<file path="config.mk">
export PLATFORM = sky130hd
export DESIGN_NAME = fir_avg_stream
export DESIGN_NICKNAME = d
export VERILOG_FILES = /design/src/rtl/fir_pkg.sv /design/src/rtl/fir_delay_line.sv /design/src/rtl/fir_avg_stream.sv
export SDC_FILE = /design/constraint.sdc
export NUM_CORES = 1
export LEC_CHECK = 0
export CAP_MARGIN = 20
export CORE_ASPECT_RATIO = 1.75
export CORE_MARGIN = 2
export CORE_UTILIZATION = 55
export DETAILED_ROUTE_END_ITERATION = 6
export HOLD_SLACK_MARGIN = 0.03
export PLACE_DENSITY = 0.76
export SYNTH_ARGS = -nofsm -noshare
export SYNTH_HDL_FRONTEND = slang
export SYNTH_HIERARCHICAL = 1
export SYNTH_SLANG_ARGS = --single-unit
</file>
<file path="constraint.sdc">
create_clock -name clk -period 3.9 [get_ports clk]
set_input_delay 0.39 -clock clk [delete_from_list [all_inputs] [get_ports clk]]
set_output_delay 0.39 -clock clk [all_outputs]
set_load 0.02 [all_outputs]
</file>
<file path="src/rtl/fir_pkg.sv">
// Shared sizing helpers and sample type for the moving-average FIR audio filter.
package fir_pkg;

    localparam int SAMPLE_W = 24;

    // Default audio sample type; modules built at other widths declare their own.
    typedef logic signed [SAMPLE_W-1:0] sample_t;

    function automatic int acc_width(input int data_w, input int log2_taps);
        return data_w + log2_taps;
    endfunction

    function automatic int taps(input int log2_taps);
        return 1 << log2_taps;
    endfunction

endpackage

</file>
<file path="src/rtl/fir_delay_line.sv">
// Circular TAPS-entry sample history; the entry at the write pointer is the oldest sample.
module fir_delay_line
    import fir_pkg::*;
#(
    parameter int DATA_W    = 24,
    parameter int LOG2_TAPS = 3
) (
    input  logic                     clk,
    input  logic                     rst_n,
    input  logic                     wr_en,
    input  logic                     clr,
    input  logic signed [DATA_W-1:0] din,
    output logic signed [DATA_W-1:0] oldest
);

    localparam int TAPS = taps(LOG2_TAPS);

    logic signed [DATA_W-1:0] hist [TAPS];
    logic [LOG2_TAPS-1:0]     wp;

    // Read before the write on the same edge, so the evicted sample feeds the running sum.
    assign oldest = hist[wp];

    always_ff @(posedge clk) begin
        if (!rst_n || clr) begin
            for (int i = 0; i < TAPS; i++) begin
                hist[i] <= '0;
            end
            wp <= '0;
        end else if (wr_en) begin
            hist[wp] <= din;
            wp       <= wp + 1'b1;
        end
    end

endmodule

</file>
<file path="src/rtl/fir_avg_stream.sv">
// Strobed moving-average FIR: running sum over TAPS samples, one shift-divide at the output.
// Optional build macro FIR_AVG_ROUND_EN selects round-half-up instead of floor.
module fir_avg_stream
    import fir_pkg::*;
#(
    parameter int DATA_W    = 24,
    parameter int LOG2_TAPS = 3
) (
    input  logic                     clk,
    input  logic                     rst_n,
    input  logic                     in_valid,
    input  logic signed [DATA_W-1:0] in,
    input  logic                     clear,
    output logic                     out_valid,
    output logic signed [DATA_W-1:0] out,
    output logic                     primed
);

    localparam int TAPS  = taps(LOG2_TAPS);
    localparam int ACC_W = acc_width(DATA_W, LOG2_TAPS);
    localparam int CNT_W = LOG2_TAPS + 1;

    logic signed [DATA_W-1:0] oldest;
    logic signed [ACC_W-1:0]  acc_nxt;

    logic signed [ACC_W-1:0]  acc_p0;
    logic [CNT_W-1:0]         cnt_p0;
    logic                     vld_p0;

    logic signed [DATA_W-1:0] out_p1;
    logic                     vld_p1;
    logic                     primed_p1;

    function automatic logic signed [ACC_W-1:0] sext(input logic signed [DATA_W-1:0] x);
        return $signed({{LOG2_TAPS{x[DATA_W-1]}}, x});
    endfunction

`ifdef FIR_AVG_ROUND_EN
    localparam int HALF = 1 << (LOG2_TAPS - 1);

    // Extra bit keeps the rounding bias from wrapping a full-scale positive sum.
    function automatic logic signed [DATA_W-1:0] scale(input logic signed [ACC_W-1:0] a);
        logic signed [ACC_W:0] r;
        r = {a[ACC_W-1], a} + (ACC_W+1)'(HALF);
        return DATA_W'(r >>> LOG2_TAPS);
    endfunction
`else
    function automatic logic signed [DATA_W-1:0] scale(input logic signed [ACC_W-1:0] a);
        return DATA_W'(a >>> LOG2_TAPS);
    endfunction
`endif

    fir_delay_line #(
        .DATA_W    (DATA_W),
        .LOG2_TAPS (LOG2_TAPS)
    ) u_delay (
        .clk    (clk),
        .rst_n  (rst_n),
        .wr_en  (in_valid),
        .clr    (clear),
        .din    (in),
        .oldest (oldest)
    );

    assign acc_nxt = acc_p0 + sext(in) - sext(oldest);

    // Stage p0: accept edge -- running sum, fill count and result-pending flag.
    always_ff @(posedge clk) begin
        if (!rst_n || clear) begin
            acc_p0 <= '0;
            cnt_p0 <= '0;
            vld_p0 <= 1'b0;
        end else begin
            vld_p0 <= in_valid;
            if (in_valid) begin
                acc_p0 <= acc_nxt;
                if (cnt_p0 != CNT_W'(TAPS)) begin
                    cnt_p0 <= cnt_p0 + 1'b1;
                end
            end
        end
    end

    // Stage p1: divide the updated sum and publish; clear leaves the last result visible.
    always_ff @(posedge clk) begin
        if (!rst_n) begin
            out_p1    <= '0;
            vld_p1    <= 1'b0;
            primed_p1 <= 1'b0;
        end else if (clear) begin
            vld_p1    <= 1'b0;
            primed_p1 <= 1'b0;
        end else begin
            vld_p1    <= vld_p0;
            primed_p1 <= (cnt_p0 == CNT_W'(TAPS));
            if (vld_p0) begin
                out_p1 <= scale(acc_p0);
            end
        end
    end

    assign out       = out_p1;
    assign out_valid = vld_p1;
    assign primed    = primed_p1;

endmodule

</file>
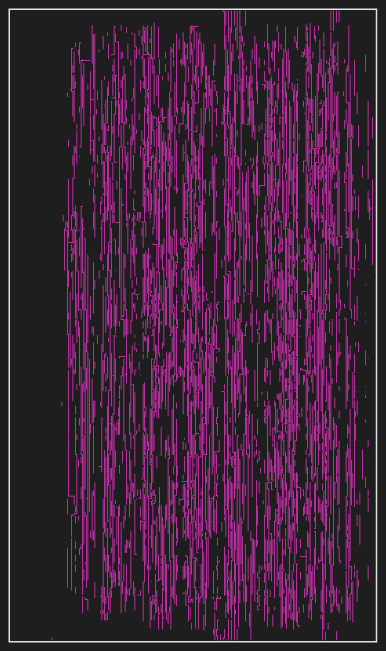
Figure 1: the metal 2 layer.
Drawn at 3 px/micron.
The layer holds 54% of the routed length. The wires run mostly vertical. 1155 nets have wire on it. The longest straight run is 78.5 microns. The layer carries 17700 microns of wire.

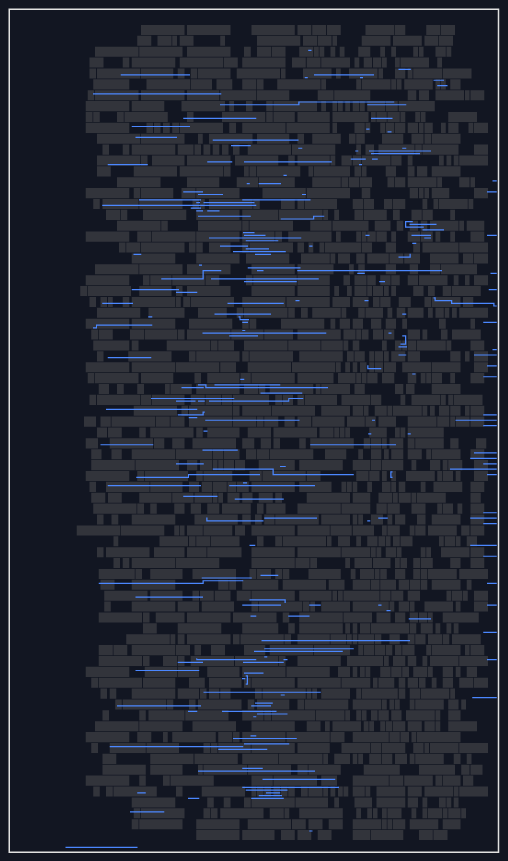
Figure 2: metal 3.
Drawn at 4 px/micron.
The layer holds 5.5% of the routed length. The wires run mostly horizontal.
global routing usage on met3: 2.760%
wire length after detailed routing: 32.62 mm
Via Count: 9205

[kinds of logic after synthesis]
kind of cell / Yosys count
mux: 83
fa+ha+maj: 57
buf+inv: 215
flops: 256
xor+xnor: 24
compound gates: 129
simple gates: 361
[cell usage after synthesis, types with 4 or more instances]
cell type / number / area (sq um)
sky130_fd_sc_hd__nand2b_1: 6 / 37.54
sky130_fd_sc_hd__buf_6: 5 / 56.30
sky130_fd_sc_hd__nor3_1: 154 / 770.7
sky130_fd_sc_hd__dfxtp_1: 64 / 1281
sky130_fd_sc_hd__mux2_2: 13 / 146.4
sky130_fd_sc_hd__inv_1: 112 / 420.4
sky130_fd_sc_hd__nor2_1: 34 / 127.6
sky130_fd_sc_hd__xnor2_1: 11 / 96.34
sky130_fd_sc_hd__mux4_2: 48 / 1081
sky130_fd_sc_hd__a31oi_1: 6 / 37.54
sky130_fd_sc_hd__a21o_1: 4 / 30.03
sky130_fd_sc_hd__a21boi_0: 24 / 180.2
sky130_fd_sc_hd__nor3_2: 44 / 440.4
sky130_fd_sc_hd__clkinv_1: 25 / 93.84
sky130_fd_sc_hd__nand2_1: 80 / 300.3
sky130_fd_sc_hd__mux2_4: 12 / 180.2
sky130_fd_sc_hd__edfxtp_1: 192 / 5766
sky130_fd_sc_hd__nand4_1: 8 / 50.05
sky130_fd_sc_hd__o21bai_1: 4 / 30.03
sky130_fd_sc_hd__mux2i_1: 10 / 100.1
sky130_fd_sc_hd__buf_2: 17 / 85.08
sky130_fd_sc_hd__ha_1: 31 / 387.9
sky130_fd_sc_hd__xor2_1: 13 / 113.9
sky130_fd_sc_hd__clkbuf_1: 50 / 187.7
sky130_fd_sc_hd__o21ai_0: 15 / 75.07
sky130_fd_sc_hd__nand3_1: 12 / 60.06
sky130_fd_sc_hd__o22ai_1: 11 / 68.82
sky130_fd_sc_hd__a211oi_1: 4 / 30.03
sky130_fd_sc_hd__a21oi_1: 35 / 175.2
sky130_fd_sc_hd__o21ai_1: 4 / 20.02
sky130_fd_sc_hd__fa_1: 26 / 520.5
[per-stage QoR]
| step | setup WS (ns) | area [sq um] | cells | TNS [ns] |
|---|---|---|---|---|
| 2_1_floorplan | 0.1310 | 13380 | 1125 | 0 |
| 3_3_place_gp | -0.09974 | 14670 | 1492 | -0.3282 |
| 3_5_place_dp | -0.1385 | 14670 | 1492 | -0.6637 |
| 4_1_cts | -0.04038 | 15490 | 1531 | -0.07973 |
| 5_1_grt | -0.08037 | 15890 | 1536 | -0.4387 |
| 6_report | 0.01931 | 15890 | 1536 | 0 |
[cell type report]
| class | count | area (sq um) | share of cell area [%] |
|---|---|---|---|
| sequential | 256 | 7052 | 44.39 |
| multi-input combinational | 654 | 5853 | 36.84 |
| timing repair buffer | 142 | 1309 | 8.238 |
| clock buffer | 27 | 590.6 | 3.717 |
| inverter | 137 | 514.2 | 3.237 |
| tap | 308 | 385.4 | 2.426 |
| clock inverter | 12 | 183.9 | 1.158 |
[per-layer routing]
layer / wire, microns / vias to the layer above
li1: - / 4217
met1: 11810 / 4560
met2: 17670 / 340
met3: 1777 / 88
met4: 1364 / 0
met5: 0 / -
==> flow_results.xml <==
<?xml version="1.0" encoding="UTF-8"?>
<metrics>
  <group name="yosys">
    <metric name="synth-async-reset-ratio" unit="%">0</metric>
    <metric name="area_fraction_in_compound_gates_after_synthesis" unit="%">6.293</metric>
    <metric name="chip_area_line_of_the_yosys_report" unit="sq um">13380</metric>
    <metric name="yosysSeqAreaShare" unit="%">52.66</metric>
    <metric name="post_synth.cell_area_avg" unit="sq um">11.89</metric>
    <metric name="syn_std_cell_area" unit="sq um">13380</metric>
    <metric name="postSynthCellCount" unit="">1125</metric>
    <metric name="yosysWarningCount" unit="">6</metric>
    <metric name="yosys_xor_share" unit="%">1.571</metric>
    <metric name="synth.lib_cells_used.distinct" unit="">66</metric>
    <metric name="edf_count" unit="">192</metric>
  </group>
  <group name="pwr">
    <metric name="p_comb" unit="mW">2.19</metric>
    <metric name="pwr.group.sequential" unit="mW">3.12</metric>
    <metric name="comb_power_share" unit="%">28.5</metric>
    <metric name="internal_power" unit="mW">5.474</metric>
  </group>
  <group name="timing">
    <metric name="timing.final.hold_violations" unit="">0</metric>
    <metric name="grt_setup_unrepaired" unit="">true</metric>
    <metric name="finalSetupViolations" unit="">0</metric>
    <metric name="fin_crit_sh" unit="%">99.50</metric>
    <metric name="finClkSkew" unit="ns">0.01325</metric>
  </group>
  <group name="worst_setup_path">
    <metric name="reg2reg_to" unit="">acc_p0[26]$_SDFFE_PP0P_</metric>
    <metric name="path_class" unit="">reg -&gt; reg</metric>
    <metric name="critical-path-max-stage-delay" unit="ns">0.53</metric>
    <metric name="cp.buffers_inverters" unit="">3</metric>
    <metric name="timing.critical_path.slowest_stage_cell" unit="">sky130_fd_sc_hd__mux4_2</metric>
    <metric name="cpLargestDelayFamily" unit="">simple AND/OR/NAND/NOR gates</metric>
  </group>
  <group name="global_routing">
    <metric name="global_route.usage.met2" unit="%">46.62</metric>
    <metric name="grt_remaining_overflow" unit="">0</metric>
    <metric name="grt_pass1_wl" unit="mm">50.05</metric>
    <metric name="grt_pass1_vias" unit="">9569</metric>
  </group>
  <group name="layout">
    <metric name="fin_nets" unit="">1299</metric>
    <metric name="final_layout_top_logic_cell" unit="">sky130_fd_sc_hd__edfxtp_1</metric>
    <metric name="highest_count_cells_in_the_layout_ignoring_fill_and_taps" unit="">sky130_fd_sc_hd__edfxtp_1 (192), sky130_fd_sc_hd__nor3_1 (152), sky130_fd_sc_hd__inv_1 (109)</metric>
    <metric name="diodes_inserted" unit="">0</metric>
  </group>
  <group name="floorplan">
    <metric name="die_w" unit="microns">121.9</metric>
    <metric name="die_height" unit="microns">210.3</metric>
  </group>
  <group name="placement">
    <metric name="detailed_place_hpwl" unit="mm">21.72</metric>
    <metric name="gp_routability_congestion" unit="">0.9146</metric>
  </group>
  <group name="clock_tree">
    <metric name="postCtsResizedCells" unit="">11</metric>
  </group>
  <group name="flow_run">
    <metric name="max_cap_viol_count" unit="">0</metric>
  </group>
  <group name="min_path">
    <metric name="hold_path_class" unit="">reg -&gt; reg</metric>
    <metric name="worst_hold_path.num_cells" unit="">2</metric>
  </group>
  <group name="run_status">
    <metric name="outcome" unit="">complete, no violations</metric>
  </group>
  <group name="route">
    <metric name="first_pass_iters" unit="">5</metric>
  </group>
</metrics>
Power figures rest on the tool's default switching activity, not on a simulated workload.
